Clock routing:
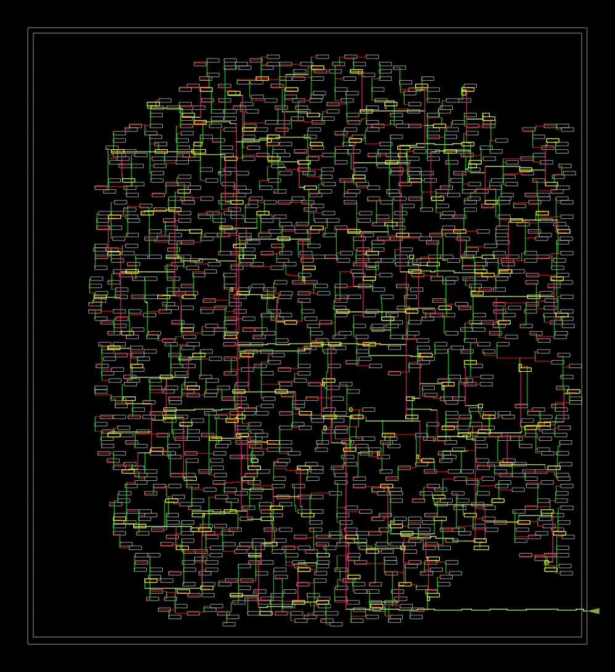
Metal 2:
Drawn at 1 px/um.
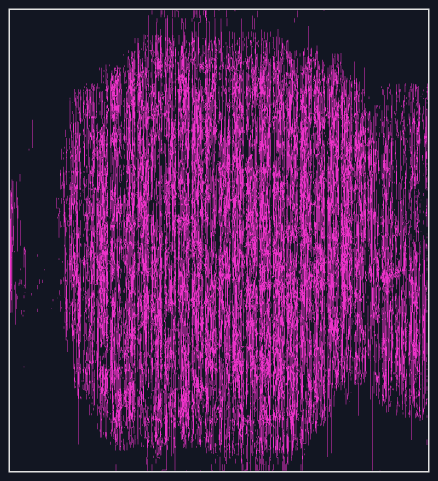
Floorplan with the power grid:
Pins as bars on the die edge.
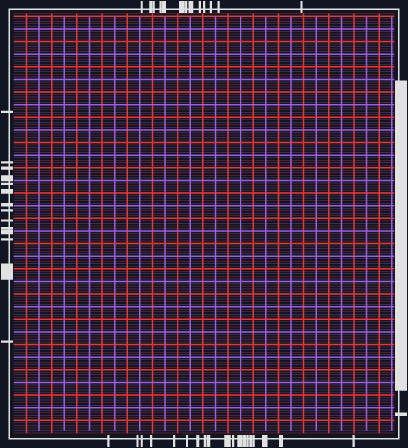
Cell area per tile:
21 x 23 tiles, from black (low) to pale yellow (high), 0 to 100% covered.
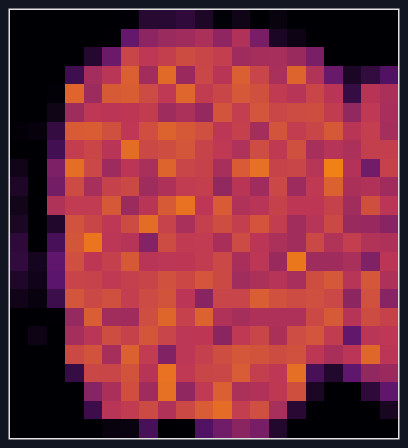
Sequential cells coloured by netlist name:
Drawn at 1 px/um.
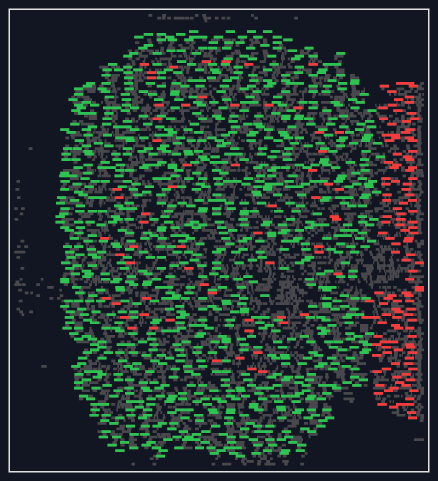
`config.mk`:
```
export PLATFORM = sky130hd
export DESIGN_NAME = decode_stage
export DESIGN_NICKNAME = d
export VERILOG_FILES = /design/src/rtl/decode_stage.sv
export SDC_FILE = /design/constraint.sdc
export NUM_CORES = 2
export LEC_CHECK = 0
export CORE_AREA = 4 4 414 457
export CTS_CLUSTER_DIAMETER = 60
export CTS_CLUSTER_SIZE = 8
export DETAILED_ROUTE_END_ITERATION = 10
export DIE_AREA = 0 0 418 461
export PLACE_DENSITY = 0.52
export SYNTH_ARGS = -nofsm -noshare
export SYNTH_HDL_FRONTEND = slang
export SYNTH_SLANG_ARGS = --single-unit
```
`constraint.sdc`:
```
create_clock -name clk -period 6.2 [get_ports clk]
set_input_delay 1.24 -clock clk [delete_from_list [all_inputs] [get_ports clk]]
set_output_delay 1.24 -clock clk [all_outputs]
set_load 0.005 [all_outputs]
```
`src/rtl/decode_stage.sv`:
```
// decode_stage: RV32I decode stage.
// Holds the 32x32 register file (written from Writeback, write-first reads),
// decodes control and immediates from InstrD, and registers everything into
// the ID/EX pipeline register that feeds Execute.
// Optional build macro: DECODE_ILLEGAL_TRAP_EN adds the registered IllegalE
// output. Without it, illegal encodings still issue as silent NOPs.
module decode_stage #(
    parameter int XLEN  = 32,
    parameter int NREGS = 32
) (
    input  logic            clk,
    input  logic            rst,
    input  logic [XLEN-1:0] InstrD,
    input  logic [XLEN-1:0] PCD,
    input  logic [XLEN-1:0] PCPlus4D,
    input  logic            RegWriteW,
    input  logic [4:0]      RdW,
    input  logic [XLEN-1:0] ResultW,
    input  logic            StallE,
    input  logic            FlushE,
    output logic [4:0]      Rs1D,
    output logic [4:0]      Rs2D,
    output logic            RegWriteE,
    output logic            MemWriteE,
    output logic            JumpE,
    output logic            BranchE,
    output logic            ALUSrcE,
    output logic            ALUSrcAE,
    output logic [1:0]      ResultSrcE,
    output logic [3:0]      ALUControlE,
    output logic [2:0]      Funct3E,
    output logic [XLEN-1:0] RD1E,
    output logic [XLEN-1:0] RD2E,
    output logic [XLEN-1:0] ImmExtE,
    output logic [XLEN-1:0] PCE,
    output logic [XLEN-1:0] PCPlus4E,
    output logic [4:0]      Rs1E,
    output logic [4:0]      Rs2E,
    output logic [4:0]      RdE
`ifdef DECODE_ILLEGAL_TRAP_EN
    ,
    output logic            IllegalE
`endif
);

    // Opcodes
    localparam logic [6:0] OP_R      = 7'b0110011;
    localparam logic [6:0] OP_I      = 7'b0010011;
    localparam logic [6:0] OP_LOAD   = 7'b0000011;
    localparam logic [6:0] OP_STORE  = 7'b0100011;
    localparam logic [6:0] OP_BRANCH = 7'b1100011;
    localparam logic [6:0] OP_JAL    = 7'b1101111;
    localparam logic [6:0] OP_JALR   = 7'b1100111;
    localparam logic [6:0] OP_LUI    = 7'b0110111;
    localparam logic [6:0] OP_AUIPC  = 7'b0010111;

    // ALU operation encodings
    localparam logic [3:0] ALU_ADD  = 4'b0000;
    localparam logic [3:0] ALU_SUB  = 4'b0001;
    localparam logic [3:0] ALU_AND  = 4'b0010;
    localparam logic [3:0] ALU_OR   = 4'b0011;
    localparam logic [3:0] ALU_XOR  = 4'b0100;
    localparam logic [3:0] ALU_SLL  = 4'b0101;
    localparam logic [3:0] ALU_SRL  = 4'b0110;
    localparam logic [3:0] ALU_SRA  = 4'b0111;
    localparam logic [3:0] ALU_SLT  = 4'b1000;
    localparam logic [3:0] ALU_SLTU = 4'b1001;

    // ID/EX payload width: 6 flags, ResultSrc, ALUControl, funct3,
    // five data words, three register indices, illegal flag.
    localparam int IDEX_W = 6 + 2 + 4 + 3 + 5 * XLEN + 15 + 1;

    // Instruction fields
    logic [6:0] opcode;
    logic [4:0] rd_f;
    logic [2:0] funct3;
    logic [4:0] rs1_f;
    logic [4:0] rs2_f;
    logic [6:0] funct7;

    assign opcode = InstrD[6:0];
    assign rd_f   = InstrD[11:7];
    assign funct3 = InstrD[14:12];
    assign rs1_f  = InstrD[19:15];
    assign rs2_f  = InstrD[24:20];
    assign funct7 = InstrD[31:25];

    // Decoded values (D side)
    logic            legal;
    logic            use_rs1;
    logic            use_rs2;
    logic            use_rd;
    logic            use_f3;
    logic            reg_write_d;
    logic            mem_write_d;
    logic            jump_d;
    logic            branch_d;
    logic            alu_src_d;
    logic            alu_src_a_d;
    logic [1:0]      result_src_d;
    logic [3:0]      alu_ctl_d;
    logic [XLEN-1:0] imm_d;
    logic [XLEN-1:0] rd1_d;
    logic [XLEN-1:0] rd2_d;
    logic [4:0]      rd_d;
    logic [2:0]      funct3_d;

    // Register file; entry 0 exists but is never written and never read.
    logic [XLEN-1:0] regs [NREGS];

    logic [IDEX_W-1:0] idex_d;
    logic [IDEX_W-1:0] idex_q;

    // Map funct3 (plus the SUB/SRA alternate bit) to an ALU operation.
    function automatic logic [3:0] alu_op(input logic [2:0] f3, input logic alt);
        logic [3:0] op;
        case (f3)
            3'b000:  op = alt ? ALU_SUB : ALU_ADD;
            3'b001:  op = ALU_SLL;
            3'b010:  op = ALU_SLT;
            3'b011:  op = ALU_SLTU;
            3'b100:  op = ALU_XOR;
            3'b101:  op = alt ? ALU_SRA : ALU_SRL;
            3'b110:  op = ALU_OR;
            default: op = ALU_AND;
        endcase
        return op;
    endfunction

    // Legality: known opcode, and valid funct7 for R-type and shift-immediates.
    always_comb begin
        legal = 1'b1;
        case (opcode)
            OP_R: begin
                legal = (funct7 == 7'b0000000) ||
                        ((funct7 == 7'b0100000) && ((funct3 == 3'b000) || (funct3 == 3'b101)));
            end
            OP_I: begin
                if (funct3 == 3'b001) begin
                    legal = (funct7 == 7'b0000000);
                end else if (funct3 == 3'b101) begin
                    legal = (funct7 == 7'b0000000) || (funct7 == 7'b0100000);
                end
            end
            OP_LOAD, OP_STORE, OP_BRANCH, OP_JAL, OP_JALR, OP_LUI, OP_AUIPC: legal = 1'b1;
            default: legal = 1'b0;
        endcase
    end

    // Control and immediate decode; anything illegal collapses to an all-zero NOP.
    always_comb begin
        use_rs1      = 1'b0;
        use_rs2      = 1'b0;
        use_rd       = 1'b0;
        use_f3       = 1'b0;
        reg_write_d  = 1'b0;
        mem_write_d  = 1'b0;
        jump_d       = 1'b0;
        branch_d     = 1'b0;
        alu_src_d    = 1'b0;
        alu_src_a_d  = 1'b0;
        result_src_d = 2'b00;
        alu_ctl_d    = ALU_ADD;
        imm_d        = '0;
        if (legal) begin
            case (opcode)
                OP_R: begin
                    use_rs1     = 1'b1;
                    use_rs2     = 1'b1;
                    use_rd      = 1'b1;
                    use_f3      = 1'b1;
                    reg_write_d = 1'b1;
                    alu_ctl_d   = alu_op(funct3, funct7[5]);
                end
                OP_I: begin
                    use_rs1     = 1'b1;
                    use_rd      = 1'b1;
                    use_f3      = 1'b1;
                    reg_write_d = 1'b1;
                    alu_src_d   = 1'b1;
                    // Only SRAI takes the alternate encoding; ADDI never subtracts.
                    alu_ctl_d   = alu_op(funct3, funct7[5] && (funct3 == 3'b101));
                    imm_d       = {{20{InstrD[31]}}, InstrD[31:20]};
                end
                OP_LOAD: begin
                    use_rs1      = 1'b1;
                    use_rd       = 1'b1;
                    use_f3       = 1'b1;
                    reg_write_d  = 1'b1;
                    alu_src_d    = 1'b1;
                    result_src_d = 2'b01;
                    imm_d        = {{20{InstrD[31]}}, InstrD[31:20]};
                end
                OP_STORE: begin
                    use_rs1     = 1'b1;
                    use_rs2     = 1'b1;
                    use_f3      = 1'b1;
                    mem_write_d = 1'b1;
                    alu_src_d   = 1'b1;
                    imm_d       = {{20{InstrD[31]}}, InstrD[31:25], InstrD[11:7]};
                end
                OP_BRANCH: begin
                    use_rs1   = 1'b1;
                    use_rs2   = 1'b1;
                    use_f3    = 1'b1;
                    branch_d  = 1'b1;
                    alu_ctl_d = ALU_SUB;
                    imm_d     = {{19{InstrD[31]}}, InstrD[31], InstrD[7],
                                 InstrD[30:25], InstrD[11:8], 1'b0};
                end
                OP_JAL: begin
                    use_rd       = 1'b1;
                    jump_d       = 1'b1;
                    reg_write_d  = 1'b1;
                    result_src_d = 2'b10;
                    imm_d        = {{11{InstrD[31]}}, InstrD[31], InstrD[19:12],
                                    InstrD[20], InstrD[30:21], 1'b0};
                end
                OP_JALR: begin
                    use_rs1      = 1'b1;
                    use_rd       = 1'b1;
                    use_f3       = 1'b1;
                    jump_d       = 1'b1;
                    reg_write_d  = 1'b1;
                    alu_src_d    = 1'b1;
                    result_src_d = 2'b10;
                    imm_d        = {{20{InstrD[31]}}, InstrD[31:20]};
                end
                OP_LUI: begin
                    use_rd      = 1'b1;
                    reg_write_d = 1'b1;
                    alu_src_d   = 1'b1;
                    imm_d       = {InstrD[31:12], 12'b0};
                end
                OP_AUIPC: begin
                    use_rd      = 1'b1;
                    reg_write_d = 1'b1;
                    alu_src_d   = 1'b1;
                    alu_src_a_d = 1'b1;
                    imm_d       = {InstrD[31:12], 12'b0};
                end
                default: begin
                    use_rs1 = 1'b0;
                end
            endcase
        end
    end

    assign Rs1D     = use_rs1 ? rs1_f : 5'd0;
    assign Rs2D     = use_rs2 ? rs2_f : 5'd0;
    assign rd_d     = use_rd ? rd_f : 5'd0;
    assign funct3_d = use_f3 ? funct3 : 3'd0;

    // Register file write port: x0 is never written.
    always_ff @(posedge clk or negedge rst) begin
        if (!rst) begin
            for (int i = 0; i < NREGS; i++) begin
                regs[i] <= '0;
            end
        end else if (RegWriteW && (RdW != 5'd0)) begin
            regs[RdW] <= ResultW;
        end
    end

    // Write-first reads: a same-cycle writeback to a source is bypassed.
    always_comb begin
        rd1_d = '0;
        rd2_d = '0;
        if (Rs1D != 5'd0) begin
            rd1_d = (RegWriteW && (RdW == Rs1D)) ? ResultW : regs[Rs1D];
        end
        if (Rs2D != 5'd0) begin
            rd2_d = (RegWriteW && (RdW == Rs2D)) ? ResultW : regs[Rs2D];
        end
    end

    assign idex_d = {reg_write_d, mem_write_d, jump_d, branch_d, alu_src_d, alu_src_a_d,
                     result_src_d, alu_ctl_d, funct3_d,
                     rd1_d, rd2_d, imm_d, PCD, PCPlus4D,
                     Rs1D, Rs2D, rd_d, ~legal};

    // ID/EX register: flush beats stall, stall holds, otherwise load.
    always_ff @(posedge clk or negedge rst) begin
        if (!rst) begin
            idex_q <= '0;
        end else if (FlushE) begin
            idex_q <= '0;
        end else if (!StallE) begin
            idex_q <= idex_d;
        end
    end

`ifdef DECODE_ILLEGAL_TRAP_EN
    assign {RegWriteE, MemWriteE, JumpE, BranchE, ALUSrcE, ALUSrcAE,
            ResultSrcE, ALUControlE, Funct3E,
            RD1E, RD2E, ImmExtE, PCE, PCPlus4E,
            Rs1E, Rs2E, RdE, IllegalE} = idex_q;
`else
    logic illegal_unused;
    assign {RegWriteE, MemWriteE, JumpE, BranchE, ALUSrcE, ALUSrcAE,
            ResultSrcE, ALUControlE, Funct3E,
            RD1E, RD2E, ImmExtE, PCE, PCPlus4E,
            Rs1E, Rs2E, RdE, illegal_unused} = idex_q;
`endif

endmodule

```
==> metrics.yaml <==
cts:
  cts_hold_buf: 0
  ctsResizeCount: 0
  cts_buffer_depth: 3
  root_buffer: "clkbuf_16"
  clk_pin_slew_ps: 50
route:
  wl_per_cell_um: 34.96
  drc: 0
  vias_per_cell: 6.378
  firstDrtPassIters: 7
  antenna_left: 0
global_route:
  grt_max_degree: 175
  antenna_found_initial: 27
  grt_pass1_vias: 51371
  overflow: 0
  grt_pass1_wl_mm: 401.5
  grt_usage_pct: 29.03
yosys:
  syn_area_mm2: 0.06415
  async_reset_ff_share_pct: 100.0
  synth_cell_types: 78
  synth_flops: 1213
finish:
  layout-drive-gt1-share_pct: 29.43
  finalNetCount: 5855
  syn2layout_area_growth_pct: 17.53
outcome:
  violations: "max-capacitance violations"
  outcome: "finished, violations left"
placed_design:
  port_buffers: 337
  dp_hpwl_mm: 174.7
flow_run:
  openroad.warnings: 45
  cap_violations: 1
pwr:
  powerDensity_mw_per_mm2: 300.5
final_timing:
  hold_viol: 0
  tns_ps: 0
  clock.fmax_ghz: 0.1895
  fin_ws_ps: 922.7
  rsz0062_at_grt: "false"
  drv_slew: 0
  timing.slew.headroom_pct: 0.5114
  worstMarginPinSlew_ps: 1474
worst_setup_path:
  crit_arrival_ps: 4040
  crit_start: "InstrD[2]"
  cp-start-kind: "input pin"
worst_hold_path:
  min_from: "regs[1002]"
## Picture notes: 'clock routing'
Latency at later pin: 830 ps
Max Clock Skew: 33.56 ps
CTS sink cnt: 1,213

## Picture notes: 'metal 2'
share of all routed wire: 44%
wire length on this layer: 127 mm
longest straight run: 178 um
Vias: 52,278
Routed WL: 286.6 mm
met2 Track Usage GR: 44.28%

## Picture notes: 'floorplan with the power grid'
[purple] VDD
[red] VSS
rows: 166
met5 straps: 33
signal pins: 338
met1 rails: 167
die height: 461 um
VDD IR-drop max: 0.3286 mV
DIE WIDTH: 418 um
core area: 0.1851 mm2

## Picture notes: 'cell area per tile'
mean over tiles: 38%
fullest tile: 71%
nearly empty tiles: 18%
FP Util: 34.67%
final core utilization: 40.74%

## Picture notes: 'sequential cells coloured by netlist name'
[red] `idex_q` | placed flops: 189
[green] `regs` | placed flops: 1,024
flop share of the area: 40.26%
Sequential Power: 10,200 uW
sequential standard cell area: 0.03035 mm2

## critical path: stages
cell and delay [ps]:
clkdlybuf4s50_1 650, nor3_4 310, and3_1 410, a41oi_2 310, inv_1 480, clkdlybuf4s50_1 610
## power breakdown
part / internal [uW] / switching (uW) / total, uW
clock: 5030 / 3630 / 8660
combinational: 2010 / 1780 / 3790
sequential: 9220 / 981 / 10200
## flip-flops by register name (all words and copies together) (netlist names)
register	flops
idex_q	189
regs	1024
## Yosys cell counts, drive strengths merged (3+ instances only)
master,count,area [um2]
a211o,61,534.3
a211oi,102,765.7
a21o,67,503.0
a21oi,299,1496
a221o,27,270.3
a221oi,153,1459
a22o,13,115.1
a22oi,13,97.59
a311o,3,30.03
a31oi,16,100.1
a32o,3,30.03
a32oi,26,227.7
and2,29,181.4
and3,12,75.07
buf,155,740.7
clkbuf,447,1678
dfrtp,1213,30350
inv,40,150.1
mux2,999,11250
mux2i,337,3373
mux4,160,3603
nand2,288,1081
nand3,30,160.2
nor2,310,1169
nor2b,12,77.58
nor3,96,491.7
nor4,3,33.78
o211ai,20,155.1
o21a,31,232.7
o21ai,367,1848
o221a,7,78.83
o221ai,18,157.7
o22ai,117,732.0
o311ai,6,52.55
o31a,4,35.03
o31ai,49,367.9
or3,16,100.1
xnor2,4,35.03
## per-stage QoR
stage                     area, um2  power [uW]  hold slack, ps  util, %  std cells
after floorplan               64150       12640           450.4        -       5589
after global placement        70690       13920           386.1    38.20       7978
after detailed placement      70690       14040           389.6    38.20       7978
after CTS                     75360       22720           402.1    40.72       8182
after global routing          75370       23520           410.5    40.73       8187
final                         75400       22660           402.6    40.74       8197
## cell type report
class	count	area (um2)	area share, %
Antenna cell	15	37.54	0.04978
Clock buffer	186	4462	5.918
Clock inverter	18	207.7	0.2755
Inverter	42	163.9	0.2174
Multi-Input combinational cell	3732	31620	41.93
Sequential cell	1213	30350	40.26
Tap cell	2436	3048	4.042
Timing Repair Buffer	555	5509	7.307
## metal layers
| layer | GRT usage [%] | vias to the layer above | share of wire [%] |
|---|---|---|---|
| met5 | 0.3542 | - | 0.056 |
| met4 | 17.02 | 12 | 6.6 |
| met3 | 6.603 | 840 | 9.5 |
| met2 | 44.28 | 3257 | 44 |
| met1 | 37.81 | 27063 | 40 |
| li1 | - | 21106 | - |
## logic make-up (layout without fill, tap and decap cells)
kind of cell	after synthesis	in the layout	share of synthesized area (%)
simple gates	812	812	5.465
compound gates	1420	1420	14.74
flops	1213	1213	47.32
buf+inv	644	801	4.016
mux	1496	1496	28.41
other cells	0	15	0
xor+xnor	4	4	0.05460
## path summary, 6_finish.rpt
| check | endpoint | cells past startpoint | slack (ps) |
|---|---|---|---|
| worst max-delay path | Rs2D[1] | 6 | 920 |
| worst min-delay path | regs[1002] | 0 | 400 |
| worst max register to register | idex_q[148] | 6 | 3760 |
| worst min register to register | regs[1002] | 0 | 400 |
| max in group asynchronous | regs[659] | 2 | 4120 |
| min in group asynchronous | idex_q[43] | 1 | 410 |
Power is estimated from default activity; no workload was simulated.
